Power grid:
Bar = 50 µm. Pins as bars on the die edge. Tap cells in grey.
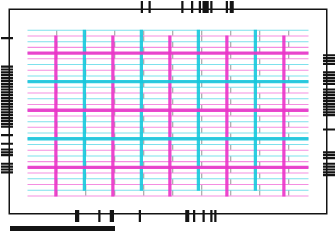
Placed cells, one colour a class:
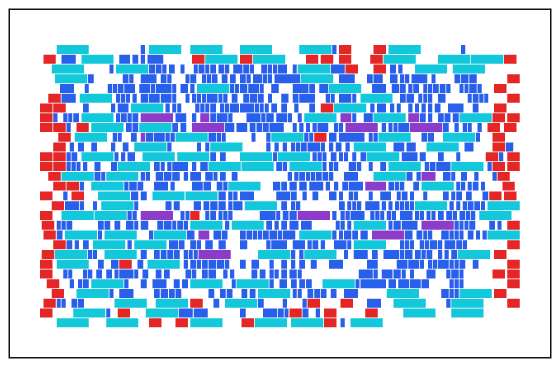
Clock wires, drivers and flops:
Bar = 50 µm.
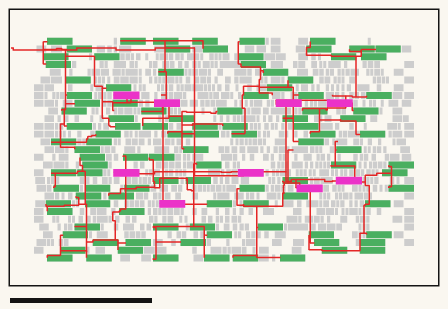
**config.mk**
```make
export PLATFORM = sky130hd
export DESIGN_NAME = tdr_acq_ctrl_flat
export DESIGN_NICKNAME = d
export VERILOG_FILES = /design/src/rtl/tdr_pkg.sv /design/src/rtl/tdr_acq_ctrl_if.sv /design/src/rtl/tdr_load_dcnt.sv /design/src/rtl/tdr_acq_ctrl.sv /design/src/flat_wrapper.sv
export SDC_FILE = /design/constraint.sdc
export NUM_CORES = 1
export LEC_CHECK = 0
export ABC_AREA = 1
export ABC_CLOCK_PERIOD_IN_PS = 6300
export CAP_MARGIN = 15
export CORE_ASPECT_RATIO = 0.6
export CORE_MARGIN = 8
export CORE_UTILIZATION = 60
export CTS_BUF_LIST = sky130_fd_sc_hd__clkbuf_16
export DETAILED_ROUTE_END_ITERATION = 12
export PLACE_DENSITY_LB_ADDON = 0.25
export SLEW_MARGIN = 10
export SYNTH_ARGS = -nofsm -noshare
export SYNTH_HDL_FRONTEND = slang
export SYNTH_SLANG_ARGS = --single-unit
```
**constraint.sdc**
```tcl
create_clock -name clk -period 6.3 [get_ports clk]
set_input_delay 1.26 -clock clk [delete_from_list [all_inputs] [get_ports clk]]
set_output_delay 1.26 -clock clk [all_outputs]
set_load 0.02 [all_outputs]
```
**src/rtl/tdr_pkg.sv**
```systemverilog
// Shared types and default widths for the TDR acquisition controller.
package tdr_pkg;

    localparam int CNT_W_DEF  = 16;
    localparam int IDX_W_DEF  = 12;
    localparam int SHOT_W_DEF = 8;

    typedef enum logic [2:0] {
        IDLE,
        ARM,
        FIRE,
        WAIT,
        CAPT,
        HOLD,
        DONE
    } acq_state_t;

endpackage

```
**src/rtl/tdr_acq_ctrl_if.sv**
```systemverilog
// Host/pulse_gen/capture-buffer signal bundle around the acquisition controller.
// The master modport is the controller side; the slave modport is its environment.
interface tdr_acq_ctrl_if
    import tdr_pkg::*;
#(
    parameter int CNT_W  = CNT_W_DEF,
    parameter int IDX_W  = IDX_W_DEF,
    parameter int SHOT_W = SHOT_W_DEF
) ();

    logic              start;
    logic              abort;
    logic [SHOT_W-1:0] cfg_shots;
    logic [CNT_W-1:0]  cfg_delay;
    logic [IDX_W-1:0]  cfg_window;
    logic [CNT_W-1:0]  cfg_holdoff;
    logic              cap_ready;
    logic              trig_out;
    logic              pulse_en;
    logic              cap_valid;
    logic [IDX_W-1:0]  cap_idx;
    logic              cap_last;
    logic [SHOT_W-1:0] shot_idx;
    logic              busy;
    logic              done;
    logic              aborted;

    modport master (
        input  start, abort, cfg_shots, cfg_delay, cfg_window, cfg_holdoff, cap_ready,
        output trig_out, pulse_en, cap_valid, cap_idx, cap_last, shot_idx, busy, done, aborted
    );

    modport slave (
        output start, abort, cfg_shots, cfg_delay, cfg_window, cfg_holdoff, cap_ready,
        input  trig_out, pulse_en, cap_valid, cap_idx, cap_last, shot_idx, busy, done, aborted
    );

endinterface

```
**src/rtl/tdr_load_dcnt.sv**
```systemverilog
// Loadable down-counter that saturates at zero and flags the values 0 and 1.
// The "one" flag lets the owner act a cycle ahead of the count reaching zero.
module tdr_load_dcnt
    import tdr_pkg::*;
#(
    parameter int W = CNT_W_DEF
) (
    input  logic         clk,
    input  logic         rst,
    input  logic         load,
    input  logic [W-1:0] load_val,
    input  logic         dec,
    output logic         zero,
    output logic         one
);

    logic [W-1:0] cnt_d;
    logic [W-1:0] cnt_q;

    // Load has priority over decrement; decrement never wraps below zero.
    always_comb begin
        cnt_d = cnt_q;
        if (load) begin
            cnt_d = load_val;
        end else if (dec && (cnt_q != '0)) begin
            cnt_d = cnt_q - W'(1);
        end
    end

    // Count register.
    always_ff @(posedge clk or posedge rst) begin
        if (rst) begin
            cnt_q <= '0;
        end else begin
            cnt_q <= cnt_d;
        end
    end

    assign zero = (cnt_q == '0);
    assign one  = (cnt_q == W'(1));

endmodule

```
**src/rtl/tdr_acq_ctrl.sv**
```systemverilog
// Sequences one TDR acquisition burst: per shot it arms on cap_ready, fires a
// one-cycle trigger, waits the pulse delay, strobes a capture window and then
// holds off. All outputs are registered. rst is expected to be released
// synchronously to clk by the surrounding reset logic.
module tdr_acq_ctrl
    import tdr_pkg::*;
#(
    parameter int CNT_W  = CNT_W_DEF,
    parameter int IDX_W  = IDX_W_DEF,
    parameter int SHOT_W = SHOT_W_DEF
) (
    input  logic           clk,
    input  logic           rst,
    tdr_acq_ctrl_if.master bus
);

    acq_state_t        state_d, state_q;
    logic [SHOT_W-1:0] shots_d, shots_q;
    logic [CNT_W-1:0]  delay_d, delay_q;
    logic [IDX_W-1:0]  window_d, window_q;
    logic [CNT_W-1:0]  holdoff_d, holdoff_q;
    logic [SHOT_W-1:0] shot_idx_d, shot_idx_q;
    logic [IDX_W-1:0]  cap_idx_d, cap_idx_q;
    logic              trig_d, trig_q;
    logic              cap_valid_d, cap_valid_q;
    logic              cap_last_d, cap_last_q;
    logic              busy_d, busy_q;
    logic              done_d, done_q;
    logic              aborted_d, aborted_q;

    logic              go_capt;
    logic              dly_load, dly_dec, dly_zero, dly_one;
    logic [CNT_W-1:0]  dly_val;
    logic              win_load, win_dec, win_zero, win_one;
    logic [IDX_W-1:0]  win_val;

    // Delay and holdoff never overlap, so they share one counter.
    tdr_load_dcnt #(.W(CNT_W)) u_dly_cnt (
        .clk      (clk),
        .rst      (rst),
        .load     (dly_load),
        .load_val (dly_val),
        .dec      (dly_dec),
        .zero     (dly_zero),
        .one      (dly_one)
    );

    // Remaining strobes in the current capture window.
    tdr_load_dcnt #(.W(IDX_W)) u_win_cnt (
        .clk      (clk),
        .rst      (rst),
        .load     (win_load),
        .load_val (win_val),
        .dec      (win_dec),
        .zero     (win_zero),
        .one      (win_one)
    );

    // Next-state and next-output logic for the burst sequencer.
    always_comb begin
        state_d     = state_q;
        shots_d     = shots_q;
        delay_d     = delay_q;
        window_d    = window_q;
        holdoff_d   = holdoff_q;
        shot_idx_d  = shot_idx_q;
        cap_idx_d   = cap_idx_q;
        trig_d      = 1'b0;
        cap_valid_d = 1'b0;
        cap_last_d  = 1'b0;
        done_d      = 1'b0;
        aborted_d   = 1'b0;
        go_capt     = 1'b0;
        dly_load    = 1'b0;
        dly_val     = '0;
        dly_dec     = 1'b0;
        win_load    = 1'b0;
        win_val     = '0;
        win_dec     = 1'b0;

        case (state_q)
            IDLE: begin
                if (bus.start && !bus.abort) begin
                    shots_d    = bus.cfg_shots;
                    delay_d    = bus.cfg_delay;
                    window_d   = bus.cfg_window;
                    holdoff_d  = bus.cfg_holdoff;
                    shot_idx_d = '0;
                    cap_idx_d  = '0;
                    state_d    = ARM;
                end
            end
            ARM: begin
                if (shots_q == '0) begin
                    state_d = DONE;
                    done_d  = 1'b1;
                end else if (bus.cap_ready) begin
                    state_d = FIRE;
                    trig_d  = 1'b1;
                end
            end
            FIRE: begin
                if (delay_q == '0) begin
                    go_capt = 1'b1;
                end else begin
                    state_d  = WAIT;
                    dly_load = 1'b1;
                    dly_val  = delay_q;
                end
            end
            WAIT: begin
                if (dly_one) begin
                    go_capt = 1'b1;
                end else begin
                    dly_dec = 1'b1;
                end
            end
            CAPT: begin
                if (win_zero) begin
                    state_d  = HOLD;
                    dly_load = 1'b1;
                    dly_val  = holdoff_q;
                end else begin
                    win_dec     = 1'b1;
                    cap_valid_d = 1'b1;
                    cap_idx_d   = cap_idx_q + IDX_W'(1);
                    cap_last_d  = win_one;
                end
            end
            HOLD: begin
                if (!dly_zero) begin
                    dly_dec = 1'b1;
                end else if (shot_idx_q == (shots_q - SHOT_W'(1))) begin
                    state_d = DONE;
                    done_d  = 1'b1;
                end else begin
                    shot_idx_d = shot_idx_q + SHOT_W'(1);
                    state_d    = ARM;
                end
            end
            DONE: begin
                state_d = IDLE;
            end
            default: begin
                state_d = IDLE;
            end
        endcase

        if (go_capt) begin
            state_d     = CAPT;
            cap_valid_d = 1'b1;
            cap_idx_d   = '0;
            cap_last_d  = (window_q <= IDX_W'(1));
            win_load    = 1'b1;
            win_val     = (window_q == '0) ? '0 : (window_q - IDX_W'(1));
        end

        if (bus.abort && (state_q inside {ARM, FIRE, WAIT, CAPT, HOLD})) begin
            state_d     = DONE;
            done_d      = 1'b1;
            aborted_d   = 1'b1;
            trig_d      = 1'b0;
            cap_valid_d = 1'b0;
            cap_last_d  = 1'b0;
        end

        busy_d = (state_d != IDLE);
    end

    // State, shadow configuration and registered outputs.
    always_ff @(posedge clk or posedge rst) begin
        if (rst) begin
            state_q     <= IDLE;
            shots_q     <= '0;
            delay_q     <= '0;
            window_q    <= '0;
            holdoff_q   <= '0;
            shot_idx_q  <= '0;
            cap_idx_q   <= '0;
            trig_q      <= 1'b0;
            cap_valid_q <= 1'b0;
            cap_last_q  <= 1'b0;
            busy_q      <= 1'b0;
            done_q      <= 1'b0;
            aborted_q   <= 1'b0;
        end else begin
            state_q     <= state_d;
            shots_q     <= shots_d;
            delay_q     <= delay_d;
            window_q    <= window_d;
            holdoff_q   <= holdoff_d;
            shot_idx_q  <= shot_idx_d;
            cap_idx_q   <= cap_idx_d;
            trig_q      <= trig_d;
            cap_valid_q <= cap_valid_d;
            cap_last_q  <= cap_last_d;
            busy_q      <= busy_d;
            done_q      <= done_d;
            aborted_q   <= aborted_d;
        end
    end

    assign bus.trig_out  = trig_q;
    assign bus.pulse_en  = busy_q;
    assign bus.cap_valid = cap_valid_q;
    assign bus.cap_idx   = cap_idx_q;
    assign bus.cap_last  = cap_last_q;
    assign bus.shot_idx  = shot_idx_q;
    assign bus.busy      = busy_q;
    assign bus.done      = done_q;
    assign bus.aborted   = aborted_q;

endmodule

```
**src/flat_wrapper.sv**
```systemverilog
// flat-port wrapper written by rule: the top's interface ports become plain ports
module tdr_acq_ctrl_flat import tdr_pkg::*;
#(
    parameter int CNT_W  = CNT_W_DEF,
    parameter int IDX_W  = IDX_W_DEF,
    parameter int SHOT_W = SHOT_W_DEF
)
  (clk, rst, bus_start, bus_abort, bus_cfg_shots, bus_cfg_delay, bus_cfg_window, bus_cfg_holdoff, bus_cap_ready, bus_trig_out, bus_pulse_en, bus_cap_valid, bus_cap_idx, bus_cap_last, bus_shot_idx, bus_busy, bus_done, bus_aborted);
  tdr_acq_ctrl_if #(.CNT_W(CNT_W), .IDX_W(IDX_W), .SHOT_W(SHOT_W)) bus_i ();
  input  logic clk;
  input  logic rst;
  input wire logic [$bits(bus_i.start)-1:0] bus_start;
  input wire logic [$bits(bus_i.abort)-1:0] bus_abort;
  input wire logic [$bits(bus_i.cfg_shots)-1:0] bus_cfg_shots;
  input wire logic [$bits(bus_i.cfg_delay)-1:0] bus_cfg_delay;
  input wire logic [$bits(bus_i.cfg_window)-1:0] bus_cfg_window;
  input wire logic [$bits(bus_i.cfg_holdoff)-1:0] bus_cfg_holdoff;
  input wire logic [$bits(bus_i.cap_ready)-1:0] bus_cap_ready;
  output wire logic [$bits(bus_i.trig_out)-1:0] bus_trig_out;
  output wire logic [$bits(bus_i.pulse_en)-1:0] bus_pulse_en;
  output wire logic [$bits(bus_i.cap_valid)-1:0] bus_cap_valid;
  output wire logic [$bits(bus_i.cap_idx)-1:0] bus_cap_idx;
  output wire logic [$bits(bus_i.cap_last)-1:0] bus_cap_last;
  output wire logic [$bits(bus_i.shot_idx)-1:0] bus_shot_idx;
  output wire logic [$bits(bus_i.busy)-1:0] bus_busy;
  output wire logic [$bits(bus_i.done)-1:0] bus_done;
  output wire logic [$bits(bus_i.aborted)-1:0] bus_aborted;
  assign bus_i.start = bus_start;
  assign bus_i.abort = bus_abort;
  assign bus_i.cfg_shots = bus_cfg_shots;
  assign bus_i.cfg_delay = bus_cfg_delay;
  assign bus_i.cfg_window = bus_cfg_window;
  assign bus_i.cfg_holdoff = bus_cfg_holdoff;
  assign bus_i.cap_ready = bus_cap_ready;
  assign bus_trig_out = bus_i.trig_out;
  assign bus_pulse_en = bus_i.pulse_en;
  assign bus_cap_valid = bus_i.cap_valid;
  assign bus_cap_idx = bus_i.cap_idx;
  assign bus_cap_last = bus_i.cap_last;
  assign bus_shot_idx = bus_i.shot_idx;
  assign bus_busy = bus_i.busy;
  assign bus_done = bus_i.done;
  assign bus_aborted = bus_i.aborted;
  tdr_acq_ctrl #(.CNT_W(CNT_W), .IDX_W(IDX_W), .SHOT_W(SHOT_W)) u_core (.clk(clk), .rst(rst), .bus(bus_i));
endmodule
```
==> impl_metrics.env <==
# yosys + openroad results
export IMPL_enable_flop_cells=0
export IMPL_fp_utilization=0.616
export IMPL_cts_root_buf="clkbuf_16"
export IMPL_h_tree_depth=3
export IMPL_sequence_of_cells_on_the_critical_path="clkdlybuf4s50_1 -> nor2_1 -> nand2_4 -> nand2_1 -> nand2_8 -> nand2_2 -> nand2_1"
export IMPL_detail_route_iter0_violations=437
export IMPL_tritoncts_clock_tree="built"
export IMPL_netlist_top_cells_count="nand2_1 (124), dfrtp_1 (109), nor2_1 (109), inv_1 (96), a21oi_1 (66)"
export IMPL_timing_reg2reg_worst_path_depth=13
export IMPL_antenna_found_initial=0
export IMPL_endpoint_kind="register"
export IMPL_synthArstFlopShare=1.00
export IMPL_timing_rr_end="u_core.u_dly_cnt.cnt_q[15]$_DFFE_PP0P_"
export IMPL_grt_util_all_layers=0.232
export IMPL_fmaxAchievable_mhz=341
export IMPL_place_port_buffers=83
export IMPL_critical_path_most_common_cell="nand2_1"
export IMPL_post_synth_main_area_contributors="dfrtp_1 (42%), nand2_1 (7.2%), nor2_1 (6.3%)"
export IMPL_max_slew_violation_count=0
export IMPL_floorplan_rows=29
export IMPL_via_count=5954
export IMPL_synthMostInstantiatedCell="nand2_1"
export IMPL_numSynthFlops=109
export IMPL_status="completed"
export IMPL_ys_cells=832
export IMPL_drive_gt1_frac=0.120
Back to the opening pictures, 'power grid':
[cyan] VDD
[magenta] VSS
tap cells: 139
met1 rails: 30
rows: 29
die width: 150 µm
core box area: 10600 µm²

Back to the opening pictures, 'placed cells, one colour a class':
[blue] all other logic | cells: 700 | share of their area: 49%
[purple] clock drivers and dummy loads | cells: 16 | share of their area: 3.9%
[red] other buffers and delay cells | cells: 84 | share of their area: 11%
[cyan] flops | cells: 109 | share of their area: 36%
Post-Layout Inst Area: 7690 µm²
register fraction of the total cell area: 0.355

Back to the opening pictures, 'clock wires, drivers and flops':
[red] clock wires | length: 1360 µm
[green] flip-flops | count: 109
[magenta] cells driving clock nets | count: 9
flops lie: all over the die
clock insertion delay at the later pin of the skew report: 0.36 ns
portion of total power attributed to the clock network: 0.183
Fin Clk Skew: 0.00928 ns
clock-net power: 562 µW

[power breakdown]
| group | internal, µW | switching, µW | total, µW |
|---|---|---|---|
| Clock | 278 | 284 | 562 |
| Combinational | 470 | 888 | 1360 |
| Sequential | 955 | 199 | 1150 |
[stage by stage]
step,hold slack (ns),std cells
5_1_grt,0.532,1048
2_1_floorplan,0.471,832
6_report,0.513,1048
4_1_cts,0.517,1048
3_5_place_dp,0.497,1032
3_3_place_gp,0.489,1032
[metal layers]
metal  track usage  vias up  wire, µm
li1              -     2871         -
met1         0.324     2788      7740
met2         0.345      273      7160
met3        0.0674       22      1530
met4        0.0566        0       187
met5             0        -         0
[worst max path at each step]
stage	end	cells after the start
after floorplan	u_core.bus.aborted$_DFF_PP0_	1
after global placement	u_core.bus.shot_idx[5]$_DFFE_PP0P_	7
after detailed placement	u_core.bus.shot_idx[6]$_DFFE_PP0P_	7
after CTS	u_core.bus.cap_idx[10]$_DFFE_PP0P_	7
after global routing	u_core.bus.cap_idx[10]$_DFFE_PP0P_	7
final	u_core.bus.shot_idx[2]$_DFFE_PP0P_	7
[area by class of cell]
class	count	area, µm²
Sequential cell	109	2730
Fill cell	823	2870
Clock buffer	9	225
Multi-Input combinational cell	582	3210
Timing Repair Buffer	84	838
Inverter	118	448
Tap cell	139	174
Clock inverter	7	65.1
[placed cells by master (no fill, tap or decap), types with 20 or more instances in the layout]
cell               n
dfrtp_1          109
clkdlybuf4s50_1   83
nor2_1           109
a21oi_1           66
inv_2             20
nand2_1          123
xor2_1            20
nand4_1           21
nand3_1           51
o21ai_0           46
inv_1             95
[critical path, delay by kind of cell]
family	cells	cell delay [ns]
simple gates	6	1.43
buf+inv	1	0.50
[cells by family after synthesis]
kind of cell	share of synthesized area
xor gates and xnor gates	0.0296
DFF	0.419
AOI/OAI and AO/OA	0.133
adders and majority gates	0.0211
buffers and inverters	0.0892
and+or+nand+nor	0.287
muxes	0.0208
[registers in the layout, indices dropped and copies added (netlist names)]
register / count
u_core.bus.aborted: 1
u_core.bus.busy: 1
u_core.bus.cap_idx: 12
u_core.bus.cap_last: 1
u_core.bus.cap_valid: 1
u_core.bus.done: 1
u_core.bus.shot_idx: 8
u_core.bus.trig_out: 1
u_core.delay_q: 16
u_core.holdoff_q: 16
u_core.shots_q: 8
u_core.state_q: 3
u_core.u_dly_cnt.cnt_q: 16
u_core.u_win_cnt.cnt_q: 12
u_core.window_q: 12
No activity file was given, so power comes from the tool's default toggle rates.
